`config.mk`:
```
export PLATFORM = sky130hd
export DESIGN_NAME = instr_encoder
export DESIGN_NICKNAME = d
export VERILOG_FILES = /design/src/rtl/instr_encoder.sv
export SDC_FILE = /design/constraint.sdc
export NUM_CORES = 1
export LEC_CHECK = 0
export CAP_MARGIN = 25
export CORE_UTILIZATION = 56
export CTS_BUF_LIST = sky130_fd_sc_hd__clkbuf_8
export CTS_CLUSTER_SIZE = 20
export DETAILED_ROUTE_END_ITERATION = 8
export PLACE_DENSITY_LB_ADDON = 0.3
export SYNTH_ARGS = -nofsm -noshare
export SYNTH_HDL_FRONTEND = slang
export SYNTH_SLANG_ARGS = --single-unit
```
`constraint.sdc`:
```
create_clock -name clk -period 11.85 [get_ports clk]
set_clock_uncertainty 0.2 [all_clocks]
set_input_delay 1.7775 -clock clk [delete_from_list [all_inputs] [get_ports clk]]
set_output_delay 1.7775 -clock clk [all_outputs]
set_load 0.005 [all_outputs]
```
`src/rtl/instr_encoder.sv`:
```
// RV32I instruction encoder: assembles words from decoded fields, buffers them in a FIFO
// and streams {addr, word} to the instruction-memory write port. IMM_CHECK_EN enables immediate range checks.
module instr_encoder #(
    parameter int ADDR_W     = 32,
    parameter int FIFO_DEPTH = 4
) (
    input  logic              clk,
    input  logic              rst,
    input  logic              start,
    input  logic [ADDR_W-1:0] start_addr,
    input  logic              in_valid,
    output logic              in_ready,
    input  logic              in_last,
    input  logic [2:0]        in_class,
    input  logic [4:0]        in_rd,
    input  logic [4:0]        in_rs1,
    input  logic [4:0]        in_rs2,
    input  logic [2:0]        in_funct3,
    input  logic [6:0]        in_funct7,
    input  logic [31:0]       in_imm,
    output logic              out_valid,
    input  logic              out_ready,
    output logic [ADDR_W-1:0] out_addr,
    output logic [31:0]       out_data,
    output logic              done,
    output logic              err_illegal,
    output logic              err_range
);
    localparam int PW = $clog2(FIFO_DEPTH);

    typedef enum logic [1:0] {S_IDLE, S_LOAD, S_DRAIN, S_DONE} state_t;

    state_t            r_state, w_next;
    logic [31:0]       r_mem [FIFO_DEPTH];
    logic [PW:0]       r_wptr, r_rptr;
    logic [ADDR_W-1:0] r_addr;
    logic              r_err_illegal;
    logic              w_empty, w_full, w_accept, w_legal, w_range_ok, w_push, w_pop;
    logic [31:0]       w_word;

    // Extra pointer bit distinguishes full from empty when the indices match.
    assign w_empty  = (r_wptr == r_rptr);
    assign w_full   = (r_wptr[PW] != r_rptr[PW]) && (r_wptr[PW-1:0] == r_rptr[PW-1:0]);
    assign in_ready = (r_state == S_LOAD) && !w_full;
    assign w_accept = in_valid && in_ready;
    assign w_legal  = (in_class < 3'd6);
    assign w_push   = w_accept && w_legal && w_range_ok;
    assign w_pop    = !w_empty && out_ready;

    assign out_valid   = !w_empty;
    assign out_data    = out_valid ? r_mem[r_rptr[PW-1:0]] : 32'h0;
    assign out_addr    = r_addr;
    assign done        = (r_state == S_DONE);
    assign err_illegal = r_err_illegal;

    always_comb begin
        w_word = 32'h0;
        case (in_class)
            3'd0: w_word = {in_funct7, in_rs2, in_rs1, in_funct3, in_rd, 7'b0110011};
            3'd1: begin
                if (in_funct3 == 3'b001 || in_funct3 == 3'b101)
                    w_word = {in_funct7, in_imm[4:0], in_rs1, in_funct3, in_rd, 7'b0010011};
                else
                    w_word = {in_imm[11:0], in_rs1, in_funct3, in_rd, 7'b0010011};
            end
            3'd2: w_word = {in_imm[11:0], in_rs1, in_funct3, in_rd, 7'b0000011};
            3'd3: w_word = {in_imm[11:5], in_rs2, in_rs1, in_funct3, in_imm[4:0], 7'b0100011};
            3'd4: w_word = {in_imm[12], in_imm[10:5], in_rs2, in_rs1, in_funct3,
                            in_imm[4:1], in_imm[11], 7'b1100011};
            3'd5: w_word = {in_imm[20], in_imm[10:1], in_imm[11], in_imm[19:12], in_rd, 7'b1101111};
            default: w_word = 32'h0;
        endcase
    end

`ifdef IMM_CHECK_EN
    logic r_err_range;

    always_comb begin
        w_range_ok = 1'b1;
        case (in_class)
            3'd1: begin
                if (in_funct3 == 3'b001 || in_funct3 == 3'b101)
                    w_range_ok = ~|in_imm[31:5];
                else
                    w_range_ok = (&in_imm[31:11]) | (~|in_imm[31:11]);
            end
            3'd2, 3'd3: w_range_ok = (&in_imm[31:11]) | (~|in_imm[31:11]);
            3'd4: w_range_ok = ((&in_imm[31:12]) | (~|in_imm[31:12])) & ~in_imm[0];
            3'd5: w_range_ok = ((&in_imm[31:20]) | (~|in_imm[31:20])) & ~in_imm[0];
            default: w_range_ok = 1'b1;
        endcase
    end

    always_ff @(posedge clk or posedge rst) begin
        if (rst)
            r_err_range <= 1'b0;
        else if (start)
            r_err_range <= 1'b0;
        else if (w_accept && w_legal && !w_range_ok)
            r_err_range <= 1'b1;
    end

    assign err_range = r_err_range;
`else
    logic w_unused_imm;
    assign w_unused_imm = &{1'b0, in_imm[31:21]};
    assign w_range_ok   = 1'b1;
    assign err_range    = 1'b0;
`endif

    always_ff @(posedge clk) begin
        if (w_push && !start)
            r_mem[r_wptr[PW-1:0]] <= w_word;
    end

    // start wins over any same-cycle push or pop.
    always_ff @(posedge clk or posedge rst) begin
        if (rst) begin
            r_state       <= S_IDLE;
            r_wptr        <= '0;
            r_rptr        <= '0;
            r_addr        <= '0;
            r_err_illegal <= 1'b0;
        end else if (start) begin
            r_state       <= w_next;
            r_wptr        <= '0;
            r_rptr        <= '0;
            r_addr        <= start_addr;
            r_err_illegal <= 1'b0;
        end else begin
            r_state <= w_next;
            if (w_push)
                r_wptr <= r_wptr + 1'b1;
            if (w_pop) begin
                r_rptr <= r_rptr + 1'b1;
                r_addr <= r_addr + ADDR_W'(4);
            end
            if (w_accept && !w_legal)
                r_err_illegal <= 1'b1;
        end
    end

    always_comb begin
        w_next = r_state;
        if (start)
            w_next = S_LOAD;
        else begin
            case (r_state)
                S_LOAD:  if (w_accept && in_last) w_next = S_DRAIN;
                S_DRAIN: if (w_empty) w_next = S_DONE;
                default: w_next = r_state;
            endcase
        end
    end
endmodule

```
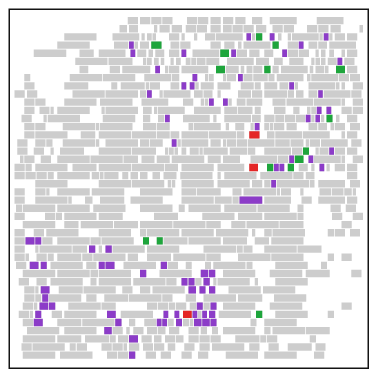
(selected gate families)
Scale: 3 px per um.
Key: non-inverting ao/oa cells = red [cells 3]; and/or cells = green [cells 15]; aoi and oai cells = purple [cells 77, where widely spread]
Comb/total area: 0.290
commonest non-fill, non-tap cell in the layout: sky130_fd_sc_hd__clkdlybuf4s50_1
post-route insts no fill: 896

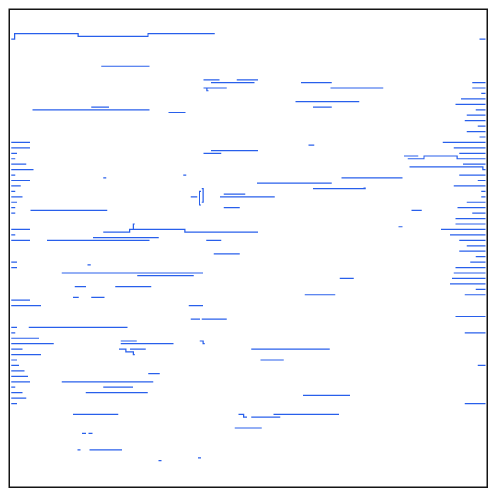
(M3 wires)
Scale: 4 px per um.
The layer holds 5.9% of the routed length. The wires run mostly horizontal. The layer carries 1,010 um of wire. 123 nets have wire on it. The longest straight run is 35.0 um.
GRT met3 Usage: 0.0479
via count of the routed design: 5,214

==> out/metrics.cfg <==
[layout]
count_of_sequential_standard_cells = 161
final-nonclk-buf-share = 0.167
area.share.sequential = 0.475
final.signal_buffer_count = 167
biggestCellCategory = sequential cells

[detailed_routing]
dr_wl_cell_um = 19.2
viasPerCell = 5.82
route.antenna.remaining_nets = 0
route.detailed.drc = 0

[min_path]
hold_start = err_illegal
holdCritPathClass = flip-flop to flip-flop

[setup_path]
cp_max_fo = 32
largest_delay_contributor_family_on_the_critical_path = buffers and inverters
crit_cells = 6
chain_of_cells_forming_the_critical_path = buf_4 -> xor2_2 -> nor3_2 -> buf_4 -> nor2b_1 -> clkdlybuf4s50_1
worst-endpoint-required_ns = 9.87
cp_data_arrival_time_ns = 3.12
setup.worst_path.start = r_rptr[0]
timing.setup.critical_path_class = flip-flop to output pin
worst_path_max_delay_cell = sky130_fd_sc_hd__dfrtp_2

[cts]
cts_setup_buffers = 0
path_clk_slew_ns = 0.08
hold_fix_buffers_at_cts = 0
cts.sinks = 161
cts_inserted_buffers = 17
htree_levels = 4

[status]
status = finished, final reports clean

[floorplanning]
tap-cell-count = 176
floorplan.io_pins = 167
die_height_um = 119
fp.dieW_um = 119
floorplan.initialDensity = 0.578
chipArea_mm2 = 0.0142

[timing]
setup_viol_count_final = 0
tns_ns = 0
slew_violations = 0
finalWorstSetupSlack_ns = 6.76
timing.final.crit_period_ns = 5.09
finalClockPeriodUsage = 0.430
unrepaired_setup_endpoints_after_global_routing = no

[logic_synthesis]
area_leaders = sky130_fd_sc_hd__edfxtp_1 (47%), sky130_fd_sc_hd__dfrtp_1 (13%), sky130_fd_sc_hd__mux4_2 (8.8%)
yosysTopAreaCellShare = 0.469
post-synth-top-area-cell = sky130_fd_sc_hd__edfxtp_1
mappedNetlistNets = 665
synth_area_mm2 = 0.00768
post_synth.cell_area_avg_um2 = 13.7
edff_count_synth = 120
chip_area_from_the_yosys_synthesis_statistics_mm2 = 0.00768
syn-instance-count = 561
yosys_cells = 561

[grt]
number_of_antenna_violations_at_the_first_check_in_global_routing = 0
grt_max_degree = 71
grt-ovfl-total = 0
grt_first_pass_wirelength_mm = 27.3

[flow_run]
warning_count = 40
max_cap_violations = 0

[pwr]
vdd.ir_drop.worst_uv = 90.5
share_seq_of_total_power = 0.475
total_power_mw = 1.39
power.largest_group = registers
pwr.group.clock_mw = 0.383
p_seq_mw = 0.660
power.switching_fraction = 0.271
p_int_mw = 1.01

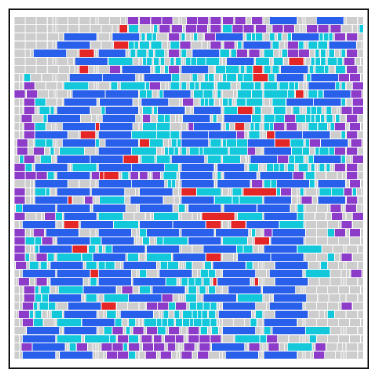
(placement by cell class)
Scale: 3 px per um. Fill, decap, tap and diode cells in gray.
Key: remaining logic cells = cyan [cells 360]; remaining buffers and delay cells = purple [cells 167]; registers = blue [cells 161]; clock drivers and dummy loads = red [cells 32]
Core Rows: 42
final design utilization: 0.734
core area: 0.0133 mm2
final design area excluding fillers: 0.00976 mm2

## flip-flops by register name (all words and copies together), names as in the netlist
signal and count:
err_illegal 1, r_rptr 3, r_mem 120, r_wptr 3
out_addr 32, r_state 2
## kinds of logic after synthesis
family                   synth area share
AND/OR/NAND/NOR                     0.127
adder cells (fa/ha/maj)           0.00977
AND-OR/OR-AND                      0.0651
buffers and inverters              0.0326
other                            0.000488
multiplexers                        0.116
XOR/XNOR                           0.0463
flip-flops                          0.603
## metal layers
layer  vias up  track usage  routed length [um]
met5         -            0                   0
met4         0        0.112                 405
met3        27       0.0479                1010
met2       207        0.427                8730
met1      2609        0.322                7060
li1       2371            -                   -
## worst paths after layout
check | to | slack [ns]
max | out_data[0] | 6.76
min | err_illegal | 0.31
max reg2reg | r_mem[0][11] | 8.05
min reg2reg | err_illegal | 0.31
max in group asynchronous | r_rptr[0] | 9.48
min in group asynchronous | out_addr[0] | 1.57
## stage by stage
step	hold slack [ns]	util	cells	cell area (um2)
after floorplan	0.286	-	561	7680
after global placement	0.284	0.706	864	9380
after detailed placement	0.298	0.706	864	9380
after CTS	0.316	0.734	896	9760
after global routing	0.336	0.734	896	9760
final	0.314	0.734	896	9760
## placed cells by master, fill, tap and decap left out, drive strengths merged, types with 7 or more instances in the layout
cell type / Yosys / routed
nor2b: 42 / 42
mux4: 30 / 30
nand3: 10 / 10
nand2: 41 / 41
nor4: 10 / 10
a21oi: 8 / 8
nor2: 22 / 22
buf: 17 / 14
xor2: 7 / 7
edfxtp: 120 / 120
o21ai: 32 / 32
clkdlybuf4s50: 0 / 153
inv: 18 / 21
xnor2: 31 / 31
clkbuf: 23 / 17
dfrtp: 41 / 41
o22ai: 17 / 17
nor3: 11 / 11
nand4: 7 / 7
a2bb2oi: 8 / 8
mux2i: 17 / 17
